==> images/port_nets.png <==
Drawn at 1 px/um.
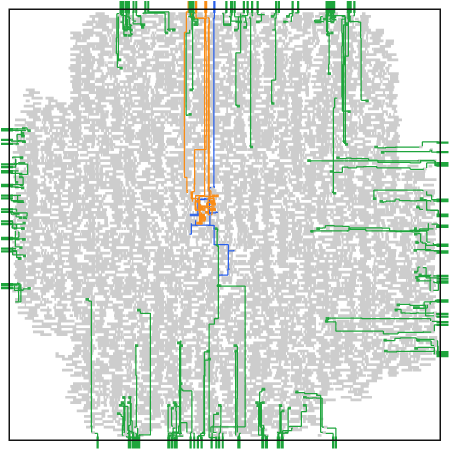
==> images/clock_map.png <==
Drawn at 1 px/um.
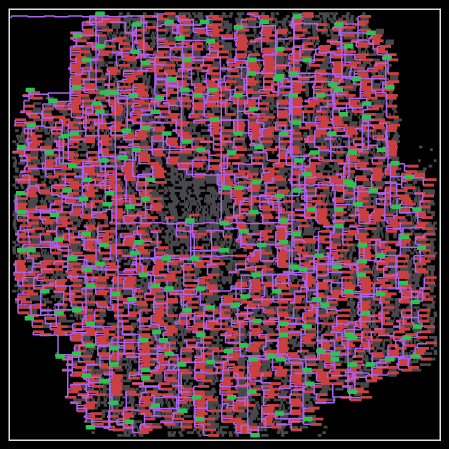
==> images/final_clocks.png <==
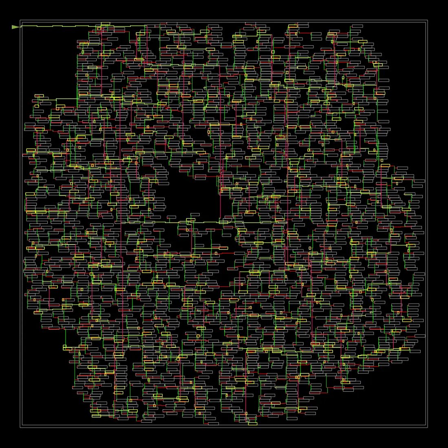
==> images/cell_classes.png <==
Drawn at 1 px/um.
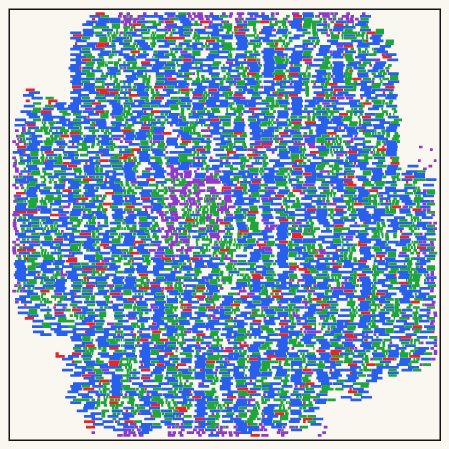
==> images/met3.png <==
Drawn at 1 px/um.
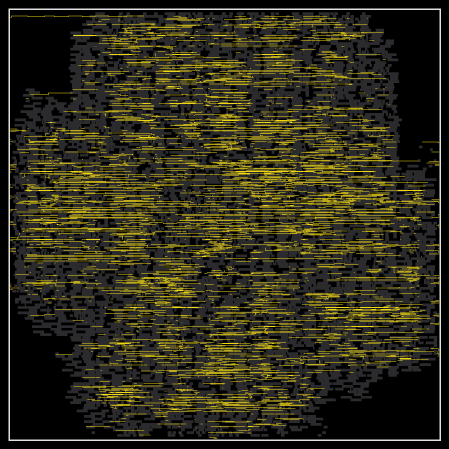
===== src/rtl/banco_reg_pkg.sv =====
// Shared definitions for the multi-port register bank.
// Holds the clear-FSM state encoding, the default parameter values and a
// constant log2 helper used to size address ports.
package banco_reg_pkg;

  typedef enum logic [0:0] {
    LIMPANDO = 1'b0,
    PRONTO   = 1'b1
  } estado_t;

  localparam int unsigned LARGURA_PADRAO     = 64;
  localparam int unsigned NUM_REGS_PADRAO    = 32;
  localparam int unsigned NUM_LEITURA_PADRAO = 2;

  // Ceiling log2; valid for valor >= 2 (the bank never has fewer registers).
  function automatic int unsigned log2(input int unsigned valor);
    log2 = 0;
    for (int i = 0; i < 32; i++) begin
      if ((64'd1 << i) < 64'(valor)) log2 = i + 1;
    end
  endfunction

endpackage


===== src/rtl/banco_reg_placar.sv =====
// Per-register busy scoreboard for the issue logic.
// Ports:
//   clk, reset_n          clock, asynchronous active-low reset (clears all busy bits)
//   habilita              bank initialised; gates updates and forces ocupado to 0
//   escrita_en/endereco_escrita   write-back: clears the busy bit
//   reserva_en/endereco_reserva   issue: sets the busy bit (wins over a same-cycle clear)
//   endereco_leitura      packed read addresses, port p at [p*AW +: AW]
//   ocupado               busy flag seen by each read port
module banco_reg_placar
  import banco_reg_pkg::*;
#(
  parameter int unsigned NUM_REGS    = NUM_REGS_PADRAO,
  parameter int unsigned NUM_LEITURA = NUM_LEITURA_PADRAO,
  parameter bit          ZERO_R0     = 1'b1,
  parameter bit          BYPASS      = 1'b1,
  localparam int unsigned AW         = log2(NUM_REGS)
) (
  input  logic                      clk,
  input  logic                      reset_n,
  input  logic                      habilita,
  input  logic                      escrita_en,
  input  logic [AW-1:0]             endereco_escrita,
  input  logic                      reserva_en,
  input  logic [AW-1:0]             endereco_reserva,
  input  logic [NUM_LEITURA*AW-1:0] endereco_leitura,
  output logic [NUM_LEITURA-1:0]    ocupado
);

  logic [NUM_REGS-1:0] ocupado_q, ocupado_d;
  logic                esc_ok, res_ok;

  assign esc_ok = habilita & escrita_en & ~(ZERO_R0 & (endereco_escrita == '0));
  assign res_ok = habilita & reserva_en & ~(ZERO_R0 & (endereco_reserva == '0));

  // Set applied after clear: a new producer issued in the write-back cycle keeps it busy.
  always_comb begin
    ocupado_d = ocupado_q;
    if (esc_ok) ocupado_d[endereco_escrita] = 1'b0;
    if (res_ok) ocupado_d[endereco_reserva] = 1'b1;
  end

  always_ff @(posedge clk or negedge reset_n) begin
    if (!reset_n) ocupado_q <= '0;
    else          ocupado_q <= ocupado_d;
  end

  for (genvar p = 0; p < NUM_LEITURA; p++) begin : g_porta
    logic [AW-1:0] end_p;
    logic          limpa_ja;
    assign end_p    = endereco_leitura[p*AW +: AW];
    // Forward a same-cycle write-back, unless a reservation re-marks the register.
    assign limpa_ja = BYPASS & esc_ok & (endereco_escrita == end_p) &
                      ~(res_ok & (endereco_reserva == end_p));
    assign ocupado[p] = habilita & ocupado_q[end_p] & ~limpa_ja &
                        ~(ZERO_R0 & (end_p == '0));
  end

endmodule


===== src/rtl/banco_reg_multi.sv =====
// Parametrised multi-port register bank with hardware clear sequencer,
// optional write-to-read bypass and busy scoreboard.
// Ports:
//   clk, reset_n       clock, asynchronous active-low reset
//   escrita_en, endereco_regd, dado_escrita   write-back port
//   reserva_en, endereco_reserva              mark register busy at issue
//   endereco_leitura   packed read addresses, port p at [p*AW +: AW]
//   valor_leitura      packed read data, port p at [p*LARGURA +: LARGURA]
//   ocupado            busy flag of each addressed register
//   pronto             clear finished; bank accepts writes and reservations
module banco_reg_multi
  import banco_reg_pkg::*;
#(
  parameter int unsigned LARGURA     = LARGURA_PADRAO,
  parameter int unsigned NUM_REGS    = NUM_REGS_PADRAO,
  parameter int unsigned NUM_LEITURA = NUM_LEITURA_PADRAO,
  parameter bit          ZERO_R0     = 1'b1,
  parameter bit          BYPASS      = 1'b1,
  localparam int unsigned AW         = log2(NUM_REGS)
) (
  input  logic                           clk,
  input  logic                           reset_n,
  input  logic                           escrita_en,
  input  logic [AW-1:0]                  endereco_regd,
  input  logic [LARGURA-1:0]             dado_escrita,
  input  logic                           reserva_en,
  input  logic [AW-1:0]                  endereco_reserva,
  input  logic [NUM_LEITURA*AW-1:0]      endereco_leitura,
  output logic [NUM_LEITURA*LARGURA-1:0] valor_leitura,
  output logic [NUM_LEITURA-1:0]         ocupado,
  output logic                           pronto
);

  estado_t            estado_q, estado_d;
  logic [AW-1:0]      contador_q, contador_d;
  logic [LARGURA-1:0] regs_q [NUM_REGS];
  logic               escrita_ok;

  assign pronto     = (estado_q == PRONTO);
  assign escrita_ok = pronto & escrita_en & ~(ZERO_R0 & (endereco_regd == '0));

  // Clear sequencer: one register per cycle, stops at the last one.
  always_comb begin
    estado_d   = estado_q;
    contador_d = contador_q;
    case (estado_q)
      LIMPANDO: begin
        if (contador_q == AW'(NUM_REGS - 1)) estado_d = PRONTO;
        else                                 contador_d = contador_q + AW'(1);
      end
      PRONTO:  ;
      default: estado_d = LIMPANDO;
    endcase
  end

  always_ff @(posedge clk or negedge reset_n) begin
    if (!reset_n) begin
      estado_q   <= LIMPANDO;
      contador_q <= '0;
    end else begin
      estado_q   <= estado_d;
      contador_q <= contador_d;
    end
  end

  // Storage has no reset; the clear sequencer zeroes it after every reset.
  always_ff @(posedge clk) begin
    if (!pronto)         regs_q[contador_q]    <= '0;
    else if (escrita_ok) regs_q[endereco_regd] <= dado_escrita;
  end

  for (genvar p = 0; p < NUM_LEITURA; p++) begin : g_leitura
    logic [AW-1:0] end_p;
    assign end_p = endereco_leitura[p*AW +: AW];
    assign valor_leitura[p*LARGURA +: LARGURA] =
        (!pronto || (ZERO_R0 && (end_p == '0)))         ? '0 :
        (BYPASS && escrita_ok && (endereco_regd == end_p)) ? dado_escrita :
                                                             regs_q[end_p];
  end

  banco_reg_placar #(
    .NUM_REGS    (NUM_REGS),
    .NUM_LEITURA (NUM_LEITURA),
    .ZERO_R0     (ZERO_R0),
    .BYPASS      (BYPASS)
  ) u_placar (
    .clk              (clk),
    .reset_n          (reset_n),
    .habilita         (pronto),
    .escrita_en       (escrita_en),
    .endereco_escrita (endereco_regd),
    .reserva_en       (reserva_en),
    .endereco_reserva (endereco_reserva),
    .endereco_leitura (endereco_leitura),
    .ocupado          (ocupado)
  );

endmodule


===== config.mk =====
export PLATFORM = sky130hd
export DESIGN_NAME = banco_reg_multi
export DESIGN_NICKNAME = d
export VERILOG_FILES = /design/src/rtl/banco_reg_pkg.sv /design/src/rtl/banco_reg_placar.sv /design/src/rtl/banco_reg_multi.sv
export SDC_FILE = /design/constraint.sdc
export NUM_CORES = 2
export LEC_CHECK = 0
export CAP_MARGIN = 20
export CORE_MARGIN = 2
export CORE_UTILIZATION = 55
export DETAILED_ROUTE_END_ITERATION = 10
export PLACE_DENSITY_LB_ADDON = 0.25
export SLEW_MARGIN = 15
export SYNTH_ARGS = -nofsm -noshare
export SYNTH_HDL_FRONTEND = slang
export SYNTH_SLANG_ARGS = --single-unit
export TNS_END_PERCENT = 20

===== constraint.sdc =====
create_clock -name clk -period 4.17 [get_ports clk]
set_clock_uncertainty 0.15 [all_clocks]
set_input_delay 0.417 -clock clk [delete_from_list [all_inputs] [get_ports clk]]
set_output_delay 0.417 -clock clk [all_outputs]
set_load 0.02 [all_outputs]

==> run_results.csv <==
group,metric,value,unit
run_status,status,"finished with violations",
run_status,violations,"setup timing",
route,routedWlPerCell,37.0,um
grt,grt_busiest_layer,"met2",
floorplanning,die_y,429,um
yosys,ys_cells,5733,
grt,met3_usage,7.92,%
worst_setup_path,end_kind,"output pin",
yosys,netlist_area,99500,um^2
final_layout,area_growth,15.3,%
route,ant_nets,0,
worst_setup_path,cp_data_required_time,3.60,ns
yosys,postSynthCellCount,5733,
yosys,adder_share,0.0251,%
final_timing,fin_tns_setup,-0.0550,ns
grt,track_usage,34.4,%
worst_setup_path,critPathArrivalTime,3.65,ns
final_timing,fmaxAchievable,237,MHz
final_layout,multi_input_comb_cells,3135,
final_layout,nNonClkBuffers,653,
final_timing,final-setup-viol-count,2,
grt,met1_usage,44.8,%
worst_setup_path,cpMaxStageDelayCell,"clkdlybuf4s50_1",
final_layout,n_fill_cell,12500,
yosys,ys.flops,2086,
grt,grt_pass1_vias,65000,
yosys,edf_count,2048,
yosys,ys_types,62,
route,wl_met1,110000,um
place,post_dp_cell_area,108000,um^2
clocking,cts_buffer_depth,3,
power_and_ir_drop,peakVddDrop,0.472,mV
final_timing,finalClockPeriodUsage,101,%
route,drc_errors,0,
final_layout,comb_area_share,30.5,%
yosys,ys_sh_mux,23.4,%
final_layout,logic_area,35000,um^2
clocking,path_clk_slew,0.07,ns
worst_setup_path,path_cells,"clkdlybuf4s50_1 -> buf_4 -> o31ai_2 -> o311ai_4 -> buf_12 -> nor3_1 -> a211o_1 -> clkdlybuf4s50_1",
power_and_ir_drop,pwr_density_cell,409,nW/um^2
grt,antenna_found_initial,9,
yosys,top_area_share,61.8,%
final_timing,finalHoldViolations,0,
floorplanning,fp_util,55.2,%
route,wl_met2,150000,um
place,place_hpwl,177000,um
yosys,ys_seq_share,62.7,%
route,first_pass_iters,6,
clocking,cts_tree,"yes",
place,place_ws,-0.189,ns
grt,use_met2,53.7,%
clocking,cts-resized-gates,14,
floorplanning,io_pins,219,
min_path,worstHoldPathType,"input port to asynchronous set/reset pin",
clocking,htree_levels,4,
yosys,synthSimpleGateAreaFrac,2.83,%
yosys,synth.avg_cell_area,17.4,um^2
clocking,cts.sinks,2086,
final_timing,setup_ws,-0.0426,ns
route,wl,321000,um
route,drtIter0Drc,10100,
final_layout,insertedDiodeCount,8,
grt,overflow,0,
Notes on port_nets.png above:
| colour | port | bits | direction | edge | end cells | buffers | wire |
|---|---|---|---|---|---|---|---|
| blue | pronto | 1 | output | top | 1 | 2 | 394 um |
| green | valor_leitura | 128 | output | 41 top, 35 bottom, 29 right, 23 left | 128 | 130 | 6880 um |
| orange | endereco_regd | 5 | input | top | 26 | 10 | 1280 um |

Notes on clock_map.png above:
[green] cells driving clock nets | count: 211
[red] flip-flops | count: 2086
[purple] clock wires | length: 23.7 mm
routed clock nets: 212
flops lie: widely spread

Notes on final_clocks.png above:
CTS Buf Count: 211
Clock group: 0.0190 W
Latency at later pin: 0.87 ns
clock tree buffer count of the final layout: 251
FF+latch count: 2086

Notes on cell_classes.png above:
| colour | class | cells | share of their area |
|---|---|---|---|
| purple | other buffers and delay cells | 653 | 6.6% |
| red | clock drivers and dummy loads | 396 | 6.2% |
| blue | flip-flops | 2086 | 56% |
| green | all other logic | 3144 | 31% |
core box area: 180000 um^2
Final Util: 63.6%
sequential share of cell area: 54.4%
final instance area: 115000 um^2
row cnt: 156

Notes on met3.png above:
wire length on this layer: 40.4 mm
nets with wire on the layer: 965
longest straight run: 170 um

registers in the layout, summed over array words and instances, names as in the netlist:
name                cells
contador_q              5
pronto                  1
regs_q               2048
u_placar.ocupado_q     32
metrics by stage:
| stage | power, W | cells | hold WS [ns] | util (%) |
|---|---|---|---|---|
| after detailed placement | 0.0283 | 8248 | 0.242 | 59.6 |
| after CTS | 0.0469 | 8647 | 0.186 | 63.5 |
| after global routing | 0.0479 | 8655 | 0.236 | 63.6 |
| final | 0.0469 | 8657 | 0.185 | 63.6 |
| after global placement | 0.0282 | 8248 | 0.242 | 59.6 |
| after floorplan | 0.0264 | 5733 | -0.0286 | - |
path summary, 6_finish.rpt:
check / startpoint / slack, ns / cells past startpoint / end
worst max-delay path: endereco_regd[1] / -0.04 / 8 / valor_leitura[18]
worst max register to register: pronto$_DFF_PN0_ / 1.08 / 6 / regs_q[25][50]$_DFFE_PP_
worst min-delay path: reset_n / 0.18 / 2 / u_placar.ocupado_q[2]$_DFF_PN0_
worst min register to register: u_placar.ocupado_q[0]$_DFF_PN0_ / 0.25 / 0 / u_placar.ocupado_q[0]$_DFF_PN0_
max in group asynchronous: reset_n / 3.12 / 2 / u_placar.ocupado_q[28]$_DFF_PN0_
min in group clk: u_placar.ocupado_q[0]$_DFF_PN0_ / 0.25 / 0 / u_placar.ocupado_q[0]$_DFF_PN0_
power by group:
part           total (W)  internal (W)  switching, W
Clock             0.0190        0.0106       0.00832
Sequential        0.0232        0.0231     0.0000453
Combinational    0.00477       0.00191       0.00286
cells by family after synthesis:
group                      count (synthesis)
and+or+nand+nor                          545
buffers and inverters                    512
adders and majority gates                  2
AOI/OAI and AO/OA                       1146
xor gates and xnor gates                  23
DFF                                     2086
muxes                                   1419
worst max-delay path: cells and delay by family:
| kind | cells | cell delay (ns) |
|---|---|---|
| buffers and inverters | 4 | 1.83 |
| AOI/OAI and AO/OA | 3 | 0.68 |
| and+or+nand+nor | 1 | 0.67 |
synth_stat cells (10+ instances only):
| cell type | instances |
|---|---|
| edfxtp_1 | 2048 |
| mux4_2 | 715 |
| mux2i_1 | 602 |
| o221ai_1 | 229 |
| o22ai_1 | 227 |
| clkbuf_1 | 215 |
| o21ai_0 | 173 |
| a21oi_1 | 172 |
| nor2_1 | 161 |
| buf_2 | 130 |
| nor3_1 | 121 |
| a211o_1 | 111 |
| mux2_2 | 102 |
| and2_1 | 77 |
| buf_4 | 73 |
| a221o_1 | 64 |
| nor4_1 | 58 |
| a221oi_1 | 53 |
| buf_1 | 51 |
| or3_1 | 51 |
| o211ai_1 | 49 |
| a211oi_1 | 38 |
| dfrtp_1 | 38 |
| buf_6 | 33 |
| nand2_1 | 21 |
| xnor2_1 | 18 |
| nor2b_1 | 17 |
| nand2b_1 | 10 |
placed cells by master, fill, tap and decap left out, types with 53 or more instances in the layout:
master           count
a211o_1            111
a21oi_1            171
a221o_1             64
a221oi_1            53
and2_1              77
buf_12             147
buf_4              288
clkbuf_16          213
clkdlybuf4s50_1    200
edfxtp_1          2048
mux2_2             102
mux2i_1            602
mux4_2             715
nor2_1             129
nor3_1             119
o21ai_0            173
o221ai_1           229
o22ai_1            227
Power is estimated from default activity; no workload was simulated.
